### Cells by drive strength, run 1

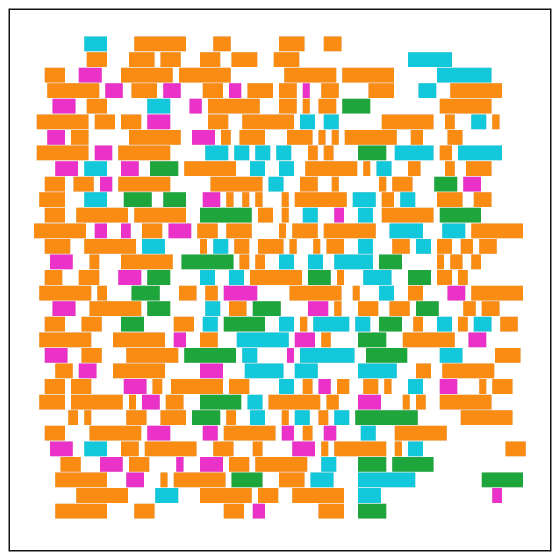
### Metal 2, run 1

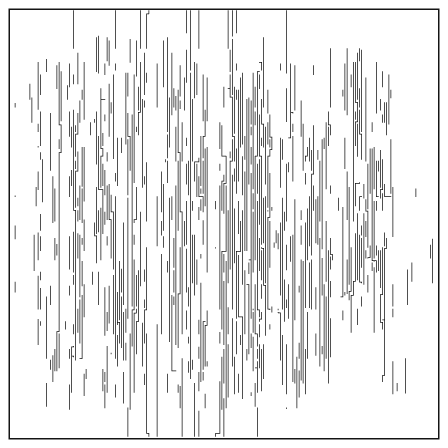
### Selected gate families, run 1

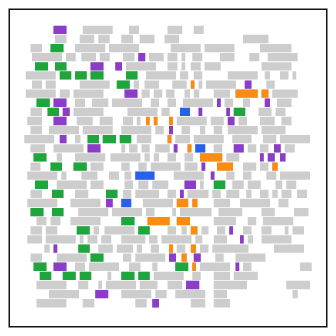
--- src/rtl/mmio_pkg.sv ---
// Shared definitions for the CPU system-bus decoder: FSM states, error causes
// and the default system memory map.
package mmio_pkg;

  localparam int unsigned WAIT_W  = 4;
  localparam int unsigned TO_W    = 8;
  localparam int unsigned CAUSE_W = 2;

  typedef enum logic [2:0] {
    ST_IDLE = 3'd0,
    ST_WAIT = 3'd1,
    ST_ACK  = 3'd2,
    ST_ERR  = 3'd3,
    ST_DONE = 3'd4
  } state_t;

  typedef enum logic [CAUSE_W-1:0] {
    ERR_NONE     = 2'b00,
    ERR_UNMAPPED = 2'b01,
    ERR_TIMEOUT  = 2'b10,
    ERR_RW       = 2'b11
  } err_cause_t;

  // Legacy fixed chip selects: RAM on A15=0, LEDs on A15:12=1001
  localparam logic [15:0] RAM_BASE = 16'h0000;
  localparam logic [15:0] RAM_MASK = 16'h8000;
  localparam logic [15:0] LED_BASE = 16'h9000;
  localparam logic [15:0] LED_MASK = 16'hF000;

endpackage

--- src/rtl/mmio_decoder_if.sv ---
// CPU-side bus bundle between the CPU strobes, the decoder and the peripherals.
interface mmio_decoder_if #(
  parameter int unsigned ADDR_WIDTH  = 16,
  parameter int unsigned NUM_REGIONS = 4
);

  logic [ADDR_WIDTH-1:0]  address_bus;
  logic                   r;
  logic                   w;
  logic [NUM_REGIONS-1:0] dev_ack;
  logic [NUM_REGIONS-1:0] cs;
  logic                   ready;
  logic                   bus_error;
  logic [ADDR_WIDTH-1:0]  err_addr;
  logic [1:0]             err_cause;

  // CPU and devices drive strobes/acks; the decoder answers
  modport master (
    output address_bus, r, w, dev_ack,
    input  cs, ready, bus_error, err_addr, err_cause
  );

  modport slave (
    input  address_bus, r, w, dev_ack,
    output cs, ready, bus_error, err_addr, err_cause
  );

endinterface

--- src/rtl/mmio_region_match.sv ---
// Combinational address-to-region matcher; lowest-index region wins on overlap.
module mmio_region_match #(
  parameter int unsigned ADDR_WIDTH  = 16,
  parameter int unsigned NUM_REGIONS = 4,
  parameter int unsigned IDX_W       = 2,
  parameter logic [NUM_REGIONS*ADDR_WIDTH-1:0] REGION_BASE = '0,
  parameter logic [NUM_REGIONS*ADDR_WIDTH-1:0] REGION_MASK = '0
) (
  input  logic [ADDR_WIDTH-1:0] addr,
  output logic                  hit_c,
  output logic [IDX_W-1:0]      idx_c
);

  // Scan from the top so the lowest matching index is the final assignment
  always_comb begin
    hit_c = 1'b0;
    idx_c = '0;
    for (int i = NUM_REGIONS - 1; i >= 0; i--) begin
      if ((addr & REGION_MASK[i*ADDR_WIDTH +: ADDR_WIDTH]) ==
          REGION_BASE[i*ADDR_WIDTH +: ADDR_WIDTH]) begin
        hit_c = 1'b1;
        idx_c = IDX_W'(i);
      end
    end
  end

endmodule

--- src/rtl/mmio_decoder.sv ---
// Programmable memory-mapped bus decoder: region chip selects, wait states,
// optional device acknowledge, unmapped/timeout/conflict error reporting.
module mmio_decoder
  import mmio_pkg::*;
#(
  parameter int unsigned ADDR_WIDTH  = 16,
  parameter int unsigned NUM_REGIONS = 4,
  parameter logic [NUM_REGIONS*ADDR_WIDTH-1:0] REGION_BASE =
    {16'hF000, 16'hA000, 16'h9000, 16'h0000},
  parameter logic [NUM_REGIONS*ADDR_WIDTH-1:0] REGION_MASK =
    {16'hF000, 16'hF000, 16'hF000, 16'h8000},
  parameter logic [NUM_REGIONS*WAIT_W-1:0] REGION_WAIT =
    {4'd0, 4'd3, 4'd1, 4'd0},
  parameter logic [NUM_REGIONS-1:0] REGION_USE_ACK = 4'b0100,
  parameter int unsigned TIMEOUT = 15
) (
  input  logic           clk,
  input  logic           reset,
  mmio_decoder_if.slave  bus
);

  localparam int unsigned IDX_W = (NUM_REGIONS > 1) ? $clog2(NUM_REGIONS) : 1;

  state_t                 state_q, state_d;
  logic [NUM_REGIONS-1:0] cs_q, cs_d;
  logic                   ready_q, ready_d;
  logic                   bus_error_q, bus_error_d;
  logic [ADDR_WIDTH-1:0]  err_addr_q, err_addr_d;
  err_cause_t             err_cause_q, err_cause_d;
  logic [WAIT_W-1:0]      wait_q, wait_d;
  logic [TO_W-1:0]        to_q, to_d;
  logic [IDX_W-1:0]       idx_q, idx_d;
  logic [ADDR_WIDTH-1:0]  addr_q, addr_d;

  logic                   hit_c;
  logic [IDX_W-1:0]       hit_idx_c;
  logic [WAIT_W-1:0]      hit_wait_c;
  logic                   sel_use_ack_c;
  logic                   sel_ack_c;
  logic                   strobe_c;

  mmio_region_match #(
    .ADDR_WIDTH  (ADDR_WIDTH),
    .NUM_REGIONS (NUM_REGIONS),
    .IDX_W       (IDX_W),
    .REGION_BASE (REGION_BASE),
    .REGION_MASK (REGION_MASK)
  ) u_match (
    .addr  (bus.address_bus),
    .hit_c (hit_c),
    .idx_c (hit_idx_c)
  );

  // Per-region attribute lookup with constant part-selects only
  always_comb begin
    hit_wait_c    = '0;
    sel_use_ack_c = 1'b0;
    sel_ack_c     = 1'b0;
    for (int i = 0; i < NUM_REGIONS; i++) begin
      if (hit_idx_c == IDX_W'(i)) hit_wait_c = REGION_WAIT[i*WAIT_W +: WAIT_W];
      if (idx_q == IDX_W'(i)) begin
        sel_use_ack_c = REGION_USE_ACK[i];
        sel_ack_c     = bus.dev_ack[i];
      end
    end
  end

  assign strobe_c = bus.r | bus.w;

  // Next-state and next-output logic
  always_comb begin
    state_d     = state_q;
    cs_d        = cs_q;
    ready_d     = 1'b0;
    bus_error_d = 1'b0;
    err_addr_d  = err_addr_q;
    err_cause_d = err_cause_q;
    wait_d      = wait_q;
    to_d        = to_q;
    idx_d       = idx_q;
    addr_d      = addr_q;

    unique case (state_q)
      ST_IDLE: begin
        if (strobe_c) begin
          addr_d = bus.address_bus;
          if (bus.r && bus.w) begin
            state_d     = ST_ERR;
            ready_d     = 1'b1;
            bus_error_d = 1'b1;
            err_addr_d  = bus.address_bus;
            err_cause_d = ERR_RW;
          end else if (!hit_c) begin
            state_d     = ST_ERR;
            ready_d     = 1'b1;
            bus_error_d = 1'b1;
            err_addr_d  = bus.address_bus;
            err_cause_d = ERR_UNMAPPED;
          end else begin
            state_d = ST_WAIT;
            cs_d    = NUM_REGIONS'(1) << hit_idx_c;
            wait_d  = hit_wait_c;
            to_d    = '0;
            idx_d   = hit_idx_c;
          end
        end
      end

      ST_WAIT: begin
        if (!strobe_c) begin
          state_d = ST_IDLE;
          cs_d    = '0;
        end else if (wait_q != '0) begin
          wait_d = wait_q - WAIT_W'(1);
        end else if (!sel_use_ack_c || sel_ack_c) begin
          state_d = ST_ACK;
          ready_d = 1'b1;
        end else if (to_q == TO_W'(TIMEOUT - 1)) begin
          // Last permitted ack-wait cycle without an acknowledge
          state_d     = ST_ERR;
          cs_d        = '0;
          ready_d     = 1'b1;
          bus_error_d = 1'b1;
          err_addr_d  = addr_q;
          err_cause_d = ERR_TIMEOUT;
        end else begin
          to_d = to_q + TO_W'(1);
        end
      end

      ST_ACK: begin
        state_d = ST_DONE;
        cs_d    = '0;
      end

      ST_ERR: begin
        state_d = ST_DONE;
        cs_d    = '0;
      end

      ST_DONE: begin
        cs_d = '0;
        if (!strobe_c) state_d = ST_IDLE;
      end

      default: begin
        state_d = ST_IDLE;
        cs_d    = '0;
      end
    endcase
  end

  always_ff @(posedge clk or negedge reset) begin
    if (!reset) begin
      state_q     <= ST_IDLE;
      cs_q        <= '0;
      ready_q     <= 1'b0;
      bus_error_q <= 1'b0;
      err_addr_q  <= '0;
      err_cause_q <= ERR_NONE;
      wait_q      <= '0;
      to_q        <= '0;
      idx_q       <= '0;
      addr_q      <= '0;
    end else begin
      state_q     <= state_d;
      cs_q        <= cs_d;
      ready_q     <= ready_d;
      bus_error_q <= bus_error_d;
      err_addr_q  <= err_addr_d;
      err_cause_q <= err_cause_d;
      wait_q      <= wait_d;
      to_q        <= to_d;
      idx_q       <= idx_d;
      addr_q      <= addr_d;
    end
  end

  assign bus.cs        = cs_q;
  assign bus.ready     = ready_q;
  assign bus.bus_error = bus_error_q;
  assign bus.err_addr  = err_addr_q;
  assign bus.err_cause = err_cause_q;

endmodule

--- src/flat_wrapper.sv ---
// flat-port wrapper written by rule: the top's interface ports become plain ports
module mmio_decoder_flat import mmio_pkg::*;
#(
  parameter int unsigned ADDR_WIDTH  = 16,
  parameter int unsigned NUM_REGIONS = 4,
  parameter logic [NUM_REGIONS*ADDR_WIDTH-1:0] REGION_BASE =
    {16'hF000, 16'hA000, 16'h9000, 16'h0000},
  parameter logic [NUM_REGIONS*ADDR_WIDTH-1:0] REGION_MASK =
    {16'hF000, 16'hF000, 16'hF000, 16'h8000},
  parameter logic [NUM_REGIONS*WAIT_W-1:0] REGION_WAIT =
    {4'd0, 4'd3, 4'd1, 4'd0},
  parameter logic [NUM_REGIONS-1:0] REGION_USE_ACK = 4'b0100,
  parameter int unsigned TIMEOUT = 15
)
  (clk, reset, bus_address_bus, bus_r, bus_w, bus_dev_ack, bus_cs, bus_ready, bus_bus_error, bus_err_addr, bus_err_cause);
  mmio_decoder_if #(.ADDR_WIDTH(ADDR_WIDTH), .NUM_REGIONS(NUM_REGIONS)) bus_i ();
  input  logic clk;
  input  logic reset;
  input wire logic [$bits(bus_i.address_bus)-1:0] bus_address_bus;
  input wire logic [$bits(bus_i.r)-1:0] bus_r;
  input wire logic [$bits(bus_i.w)-1:0] bus_w;
  input wire logic [$bits(bus_i.dev_ack)-1:0] bus_dev_ack;
  output wire logic [$bits(bus_i.cs)-1:0] bus_cs;
  output wire logic [$bits(bus_i.ready)-1:0] bus_ready;
  output wire logic [$bits(bus_i.bus_error)-1:0] bus_bus_error;
  output wire logic [$bits(bus_i.err_addr)-1:0] bus_err_addr;
  output wire logic [$bits(bus_i.err_cause)-1:0] bus_err_cause;
  assign bus_i.address_bus = bus_address_bus;
  assign bus_i.r = bus_r;
  assign bus_i.w = bus_w;
  assign bus_i.dev_ack = bus_dev_ack;
  assign bus_cs = bus_i.cs;
  assign bus_ready = bus_i.ready;
  assign bus_bus_error = bus_i.bus_error;
  assign bus_err_addr = bus_i.err_addr;
  assign bus_err_cause = bus_i.err_cause;
  mmio_decoder #(.ADDR_WIDTH(ADDR_WIDTH), .NUM_REGIONS(NUM_REGIONS), .REGION_BASE(REGION_BASE), .REGION_MASK(REGION_MASK), .REGION_WAIT(REGION_WAIT), .REGION_USE_ACK(REGION_USE_ACK), .TIMEOUT(TIMEOUT)) u_core (.clk(clk), .reset(reset), .bus(bus_i));
endmodule
--- config.mk ---
export PLATFORM = sky130hd
export DESIGN_NAME = mmio_decoder_flat
export DESIGN_NICKNAME = d
export VERILOG_FILES = /design/src/rtl/mmio_pkg.sv /design/src/rtl/mmio_decoder_if.sv /design/src/rtl/mmio_region_match.sv /design/src/rtl/mmio_decoder.sv /design/src/flat_wrapper.sv
export SDC_FILE = /design/constraint.sdc
export NUM_CORES = 1
export LEC_CHECK = 0
export CAP_MARGIN = 10
export CELL_PAD_IN_SITES_DETAIL_PLACEMENT = 1
export CELL_PAD_IN_SITES_GLOBAL_PLACEMENT = 1
export CORE_MARGIN = 4
export CORE_UTILIZATION = 37
export DETAILED_ROUTE_END_ITERATION = 16
export PLACE_DENSITY_LB_ADDON = 0.2
export SETUP_SLACK_MARGIN = 0.2
export SLEW_MARGIN = 20
export SYNTH_ARGS = -nofsm -noshare
export SYNTH_HDL_FRONTEND = slang
export SYNTH_HIERARCHICAL = 1
export SYNTH_SLANG_ARGS = --single-unit
--- constraint.sdc ---
create_clock -name clk -period 2.1 [get_ports clk]
set_clock_uncertainty 0.15 [all_clocks]
set_input_delay 0.42 -clock clk [delete_from_list [all_inputs] [get_ports clk]]
set_output_delay 0.42 -clock clk [all_outputs]
set_load 0.02 [all_outputs]
==> impl_metrics.csv, run 1 <==
group,metric,value,unit
outcome,status,"complete, but fails checks",
outcome,failed_checks,"setup timing",
worst_setup_path,setup.worst_path.start_class,"flop",
finish,comb_cells,171,
sta,slew_headroom,68.2,%
worst_setup_path,r2r-start,"u_core/wait_q[0]",
sta,rsz0062_at_grt,"true",
worst_setup_path,cp_slowest_cell,"dfrtp_1",
worst_setup_path,critical_path_class,"flop to flop",
clock_network,cts_buffers,9,
finish,clkbuf_count,13,
finish,inv_count,9,
routing,top_layer,"met4",
die,fp-row-count,31,
placement,dpl.hpwl,4760,um
synth,ys_chip_area,2760,um^2
finish,combGateArea,1550,um^2
die,die_area,8900,um^2
power_and_ir_drop,swShare,39.0,%
grt,grt_pass1_wl,11900,um
routing,first_iter_violations,64,
synth,top_area_cell,"dfrtp_1",
synth,topCellsByArea,"dfrtp_1 52%, mux2_2 6.9%, mux2i_1 6.5%",
grt,antenna_found_initial,1,
power_and_ir_drop,clkPwrFrac,16.3,%
routing,drtPass1Iterations,4,
sta,whs,0.213,ns
placement,dp.cells,413,
finish,seq_cell_count,57,
worst_setup_path,cp_data_required_time,2.17,ns
grt,grt_pass1_vias,2442,
sta,drv_slew,0,
finish,seq_share,32.8,%
synth,ff_type,"dfrtp_1",
die,die_x,94.3,um
placement,place_ws,-0.583,ns
clock_network,clock_sinks,57,
finish,fill_cells,754,
run,drv_cap,0,
synth,synth_top_area_share,51.7,%
worst_setup_path,startpoint,"u_core/wait_q[0]",
worst_setup_path,cpPeakStageDelay,0.41,ns
sta,finalSetupTns,-0.00609,ns
clock_network,tritoncts,"done",
run,warnings,38,
worst_setup_path,crit_chain,"inv_2, ha_4, nor3b_4, nor2b_4, buf_6, buf_6, a32oi_4, buf_12, clkbuf_16, nand2_4, o21ai_2",
worst_setup_path,r2r_slack,-0.004,ns
sta,post-route-period-util,100,%
synth,top_cell,"dfrtp_1",
synth,syn_inst,248,
synth,syn_avg_cell_area,11.1,um^2
finish,buf_share,23.6,%
worst_setup_path,critical_path_arrival,2.18,ns
die,nWellTaps,99,
grt,grt_overflow,0,
grt,grt_use_met1,20.1,%
worst_setup_path,endpoint,"u_core/bus.err_addr[15]",
sta,period_minus_slack,2.10,ns
power_and_ir_drop,seqPwrFrac,30.1,%
power_and_ir_drop,power_switching,0.00245,W
routing,wl_met2,4800,um
sta,finalHoldViolations,0,
worst_setup_path,crit_top_cell,"buf_6",
sta,final.setup.worst_slack,-0.00379,ns
placement,portBuffers,44,
routing,wl_met3,318,um
finish,clockNetworkAreaShare,4.34,%
clock_network,cts_hold_buf,1,
routing,ant_nets,0,
die,die_h,94.3,um
synth,synth.distinct_cells,51,
sta,finalSetupViolCount,3,
power_and_ir_drop,pg_seq,0.00189,W
routing,wl_per_cell,19.2,um
worst_setup_path,cp_top_family,"buffers and inverters",
sta,worstMarginPinSlew,0.476,ns
grt,use_met3,4.54,%
finish,layout.nets,379,
clock_network,cts_resized,39,
power_and_ir_drop,power_density,1440,nW/um^2
power_and_ir_drop,comb_power,0.00336,W
worst_setup_path,end_kind,"flop",
synth,ys_seq_share,51.7,%
Notes on 'Cells by drive strength' above:
legend:
  x2:
    color: magenta
    cells: 50
    share: 14%
    most_used: mux2_2
  x6 and larger:
    color: green
    cells: 31
    share: 8.8%
  x1 and smaller:
    color: orange
    cells: 205
    share: 58%
    most_used: dfrtp_1
  x3 and x4:
    color: cyan
    cells: 65
    share: 19%
    most_used: buf_4
count of non-CTS buffers in the layout: 98
design area: 4350 um^2

Notes on 'Metal 2' above:
share of all routed wire: 56%
nets with wire on the layer: 355
longest straight run: 67.3 um
GR Util met2: 30.7%
via count: 2,350
final wirelength: 8640 um

Notes on 'Selected gate families' above:
legend:
  nand cells:
    color: purple
    cells: 38
  nor cells:
    color: orange
    cells: 20
  mux cells:
    color: green
    cells: 35
  xor and xnor cells:
    color: blue
    cells: 4
    where: middle
post-route insts no fill: 451
most frequent logic cell in the layout: dfrtp_1
logic share of the area: 35.6%

==> run 1: cells by family after synthesis <==
logic type               Yosys count  synth area share [%]
AND/OR/NAND/NOR                   72                  14.2
flip-flops                        57                  51.7
AND-OR/OR-AND                     50                  11.7
multiplexers                      35                  13.5
buffers and inverters             20                  3.27
adder cells (fa/ha/maj)           10                  4.45
XOR/XNOR                           4                  1.27
==> run 1: how the worst min path moves through the flow <==
stage	start	depth (start not counted)	slack, ns	to
4_1_cts	bus_address_bus[13]	2	0.18	u_core/addr_q[13]
2_1_floorplan	reset	0	-0.03	u_core/addr_q[0]
3_5_place_dp	reset	2	0.30	u_core/to_q[5]
6_report	bus_address_bus[13]	2	0.21	u_core/addr_q[13]
3_3_place_gp	reset	2	0.30	u_core/bus.ready
5_1_grt	bus_address_bus[13]	2	0.22	u_core/addr_q[13]
--- run 2 (diff from run 1) ---
--- a/config.mk
+++ b/config.mk
@@ -11,7 +11,8 @@
 export CORE_MARGIN = 4
 export CORE_UTILIZATION = 37
 export DETAILED_ROUTE_END_ITERATION = 16
-export PLACE_DENSITY_LB_ADDON = 0.2
+export HOLD_SLACK_MARGIN = 0.02
+export PLACE_DENSITY_LB_ADDON = 0.15
 export SETUP_SLACK_MARGIN = 0.2
 export SLEW_MARGIN = 20
 export SYNTH_ARGS = -nofsm -noshare
==> run 2 against run 1 <==
The run now ends clean. Final cell count up 1.8%. Setup slack better by 0.015 ns. Area after synthesis unchanged. Clock-buffer cell count is 2 lower. Cell area increased by 0.14%. First-iteration DRC count up 13%. Hold slack better by 0.020 ns. Sequential power about the same. Die area unchanged. Sequential cell count is the same. Non-clock buffer count rose by 9. Highest routed layer unchanged.
==> impl_metrics.csv, run 2 <==
group,metric,value,unit
grt,grt_util_met2,31.0,%
worst_setup_path,cp_data_required_time,2.18,ns
routing,wl_met2,4590,um
sta,finalHoldViolations,0,
die,fp-row-count,31,
die,die_x,94.3,um
worst_setup_path,cp_slowest_cell,"dfrtp_1",
synth,topCellsByArea,"dfrtp_1 52%, mux2_2 6.9%, mux2i_1 6.5%",
sta,finalSetupViolCount,0,
synth,top_cell,"dfrtp_1",
grt,grt_overflow,0,
grt,grt_pass1_vias,2423,
synth,synth_top_area_share,51.7,%
power_and_ir_drop,clkPwrFrac,16.5,%
power_and_ir_drop,power_switching,0.00248,W
worst_setup_path,r2r-start,"u_core/wait_q[1]",
grt,grt_use_met1,21.7,%
clock_network,clock_sinks,57,
grt,use_met3,4.46,%
run,drv_cap,0,
sta,post-route-period-util,99.5,%
power_and_ir_drop,seqPwrFrac,29.4,%
worst_setup_path,cpPeakStageDelay,0.41,ns
die,die_area,8900,um^2
routing,first_iter_violations,72,
sta,drv_slew,0,
power_and_ir_drop,pg_seq,0.00187,W
routing,wl_met3,383,um
worst_setup_path,startpoint,"u_core/wait_q[1]",
routing,ant_nets,0,
placement,dpl.hpwl,5020,um
power_and_ir_drop,swShare,39.0,%
finish,fill_cells,771,
clock_network,cts_buffers,9,
outcome,status,"complete, no violations",
worst_setup_path,setup.worst_path.start_class,"flop",
worst_setup_path,end_kind,"flop",
worst_setup_path,r2r_slack,0.01,ns
worst_setup_path,critical_path_arrival,2.17,ns
routing,wl,8870,um
sta,slew_headroom,65.7,%
sta,final.setup.worst_slack,0.0112,ns
sta,finalSetupTns,0,ns
synth,ys_chip_area,2760,um^2
power_and_ir_drop,power_density,1460,nW/um^2
sta,period_minus_slack,2.09,ns
sta,worstMarginPinSlew,0.512,ns
routing,drtPass1Iterations,4,
synth,syn_avg_cell_area,11.1,um^2
placement,portBuffers,44,
clock_network,tritoncts,"done",
sta,rsz0062_at_grt,"true",
placement,place_ws,-0.610,ns
sta,whs,0.233,ns
finish,final_common_cell,"dfrtp_1",
clock_network,cts_hold_buf,1,
worst_hold_path,hp-start,"bus_address_bus[12]",
power_and_ir_drop,comb_power,0.00344,W
synth,synth.distinct_cells,51,
grt,antenna_found_initial,0,
worst_setup_path,crit_chain,"inv_2, ha_4, nor3b_4, nor2b_4, buf_6, buf_6, a32oi_4, buf_12, clkbuf_16, nand2_4, o21ai_2",
worst_hold_path,min_to,"u_core/addr_q[12]",
worst_setup_path,endpoint,"u_core/bus.err_addr[15]",
## run 2: kinds of logic after synthesis
kind of cell	synth area share, %
xor+xnor	1.27
simple gates	14.2
buf+inv	3.27
flops	51.7
fa+ha+maj	4.45
mux	13.5
compound gates	11.7
## run 2: worst max-delay path, delay by kind of cell, from the launching register on
family	cells	cell delay, ns
AOI/OAI and AO/OA	2	0.14
adders and majority gates	1	0.13
buffers and inverters	5	0.64
DFF	1	0.41
and+or+nand+nor	3	0.51
## run 2: cell type report
type	instances	share of cell area (%)
Sequential cell	57	32.7
Timing Repair Buffer	107	24.1
Tap cell	99	2.84
Clock buffer	11	3.24
Inverter	9	0.775
Clock inverter	5	1.26
Multi-Input combinational cell	171	35.0
### Selected gate families, run 2

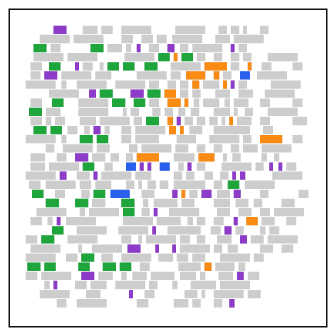
legend:
  nor cells:
    color: orange
    cells: 20
  mux cells:
    color: green
    cells: 35
  nand cells:
    color: purple
    cells: 38
  xor and xnor cells:
    color: blue
    cells: 4
    where: middle
logic share of the area: 35.0%
post-route insts no fill: 459

--- run 3 (diff from run 2) ---
--- a/config.mk
+++ b/config.mk
@@ -11,9 +11,11 @@
 export CORE_MARGIN = 4
 export CORE_UTILIZATION = 37
 export DETAILED_ROUTE_END_ITERATION = 16
+export GPL_TIMING_DRIVEN = 0
 export HOLD_SLACK_MARGIN = 0.02
 export PLACE_DENSITY_LB_ADDON = 0.15
 export SETUP_SLACK_MARGIN = 0.2
+export SKIP_CTS_REPAIR_TIMING = 1
 export SLEW_MARGIN = 20
 export SYNTH_ARGS = -nofsm -noshare
 export SYNTH_HDL_FRONTEND = slang
==> run 3 against run 2 <==
The flow now finishes with violations (setup timing). First-iteration DRC count decreased by 50%. Clock power hardly changed. Die area unchanged. Wire length shrank 15%. Critical path depth down 3. Sequential power about the same. Synthesized cell count stayed put.
==> impl_metrics.csv, run 3 <==
group,metric,value,unit
worst_setup_path,end_kind,"flop",
synth,synth_top_area_share,51.7,%
run,drv_cap,0,
routing,wl_met3,361,um
grt,antenna_found_initial,0,
grt,grt_overflow,0,
synth,syn_area,2760,um^2
power_and_ir_drop,comb_power,0.00292,W
routing,top_layer,"met4",
die,die_area,8900,um^2
synth,synthAdderAreaFrac,4.45,%
power_and_ir_drop,power,0.00583,W
power_and_ir_drop,power_switching,0.00226,W
sta,slew_headroom,67.5,%
routing,wl_met2,3910,um
die,die_x,94.3,um
finish,fill_cells,777,
finish,layout.cells.non_filler,428,
placement,dpl.hpwl,4750,um
sta,period_minus_slack,2.17,ns
die,die_h,94.3,um
grt,grt_max_degree,41,
synth,ys_sh_xor,1.27,%
routing,drtPass1Iterations,4,
worst_hold_path,min_to,"u_core/addr_q[12]",
finish,combGateArea,1510,um^2
power_and_ir_drop,peakVddDrop,0.649,mV
placement,dp.cells,391,
synth,top_logic_kind,"simple AND/OR/NAND/NOR gates",
worst_hold_path,worstHoldPathCells,2,
worst_setup_path,crit_cells,8,
synth,ys_sh_mux,13.5,%
sta,drv_slew,0,
synth,ff_type,"dfrtp_1",
synth,synth_warnings,6,
finish,final_layout_size_suffix_gt1_share,39.2,%
synth,top_area_cell,"dfrtp_1",
clock_network,tritoncts,"done",
worst_hold_path,hp-start,"bus_address_bus[12]",
synth,ys_sh_aoi,11.7,%
worst_setup_path,critical_path_class,"flop to flop",
worst_setup_path,startpoint,"u_core/wait_q[0]",
placement,place_ws,-0.816,ns
worst_setup_path,r2r_slack,-0.07,ns
power_and_ir_drop,pg_seq,0.00189,W
worst_setup_path,cpPeakStageDelay,0.42,ns
sta,rsz0062_at_grt,"true",
power_and_ir_drop,power_density,1440,nW/um^2
synth,syn_inst,248,
power_and_ir_drop,swShare,38.8,%
synth,simple_gate_area_share,14.2,%
worst_setup_path,cp_max_fo,5,
synth,synth.distinct_cells,51,
worst_setup_path,r2r-start,"u_core/wait_q[0]",
grt,grt_util_met2,25.1,%
synth,synth_nets,281,
sta,finalSetupViolCount,6,
sta,whs,0.249,ns
outcome,failed_checks,"setup timing",
sta,final.setup.worst_slack,-0.0661,ns
power_and_ir_drop,clkPwrFrac,17.6,%
power_and_ir_drop,p_clk,0.00103,W
synth,topCellsByArea,"dfrtp_1 52%, mux2_2 6.9%, mux2i_1 6.5%",
clock_network,clock_sinks,57,
synth,syn_avg_cell_area,11.1,um^2
sta,finalSetupTns,-0.210,ns
routing,wl,7570,um
grt,grt_pass1_wl,10900,um
worst_setup_path,crit_buf_inv,2,
synth,ys_chip_area,2760,um^2
routing,vias,2188,
worst_setup_path,cp_slowest_cell,"dfrtp_1",
power_and_ir_drop,seqPwrFrac,32.3,%
synth,ys_seq_share,51.7,%
placement,placed_area,3400,um^2
sta,post-route-period-util,103,%
finish,layout.nets,357,
grt,grt_pass1_vias,2182,
grt,use_met3,5.26,%
routing,ant_nets,0,
finish,mostFrequentLayoutCells,"54 x dfrtp_1, 22 x dlymetal6s2s_1, 18 x mux2i_1",
clock_network,root_buffer,"clkbuf_8",
worst_setup_path,critical_path_arrival,2.23,ns
worst_setup_path,setup.worst_path.start_class,"flop",
run,warnings,37,
routing,wl_per_cell,17.7,um
outcome,status,"complete, but fails checks",
clock_network,cts_buffers,9,
worst_setup_path,cp_data_required_time,2.16,ns
sta,worstMarginPinSlew,0.486,ns
finish,final_common_cell,"dfrtp_1",
synth,top_cell,"dfrtp_1",
run 3: cell count changes in the layout (fill, tap and decap cells not counted), moves of 3 or more:
cell	previous run	this run
dfrtp_1	57	54
buf_4	46	17
nand2_2	4	15
clkbuf_16	3	0
nand2_1	20	13
dfrtp_2	0	3
dlygate4sd2_1	14	0
buf_12	4	1
o21ai_1	8	11
dlymetal6s2s_1	10	22
o21ai_2	8	5
nand2_4	6	2
run 3: area by class of cell:
type / instances / area share [%]
Multi-Input combinational cell: 171 / 37.2
Buffer: 11 / 2.35
Sequential cell: 57 / 35.3
Tap cell: 99 / 3.06
Inverter: 9 / 0.834
Timing Repair Buffer: 65 / 16.6
Clock buffer: 13 / 3.68
Clock inverter: 3 / 0.989
### Placed cells, one color a class, run 3

Bar = 20 um. Fill, decap, tap and diode cells in gray.
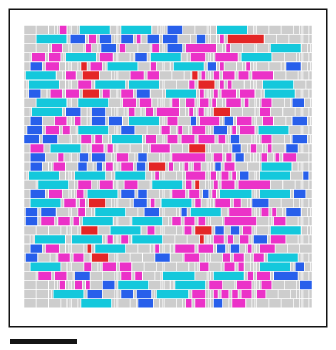
legend:
  remaining logic cells:
    color: magenta
    cells: 180
    share_of_their_area: 39%
  remaining buffers and delay cells:
    color: blue
    cells: 76
    share_of_their_area: 20%
  registers:
    color: cyan
    cells: 57
    share_of_their_area: 36%
  clock drivers and dummy loads:
    color: red
    cells: 16
    share_of_their_area: 4.8%
design area: 4050 um^2
Core ar.: 7250 um^2
flop share of the area: 35.3%
Rows: 31
final core utilization: 55.8%


==> screenshots <==
The clock network.
picture 1
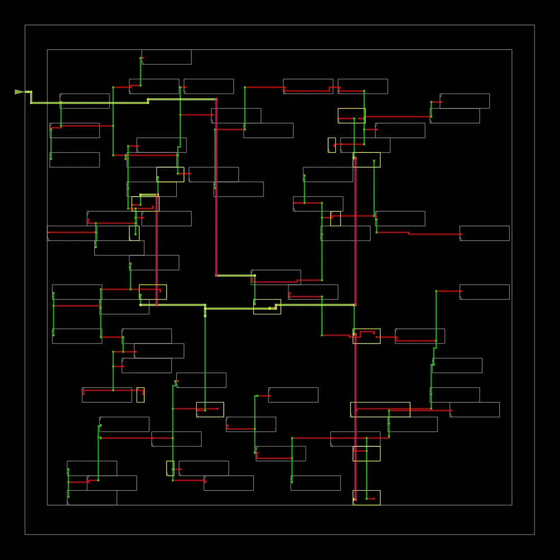
picture 2
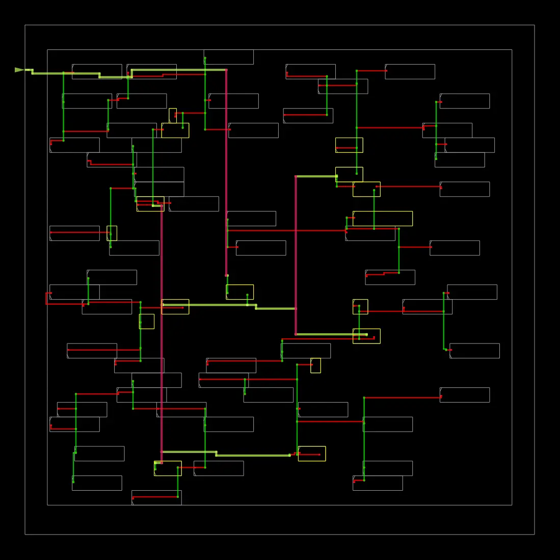
picture 3
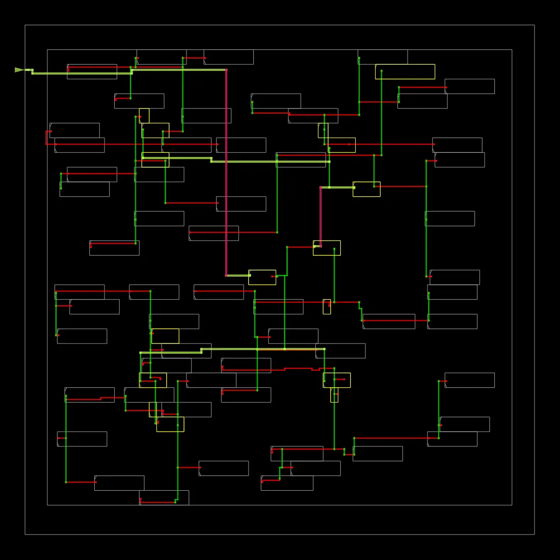
| from | picture |
|---|---|
| run 2 | picture 2 |
| run 3 | picture 3 |
| run 1 | picture 1 |

Power and IR drop assume default switching activity.
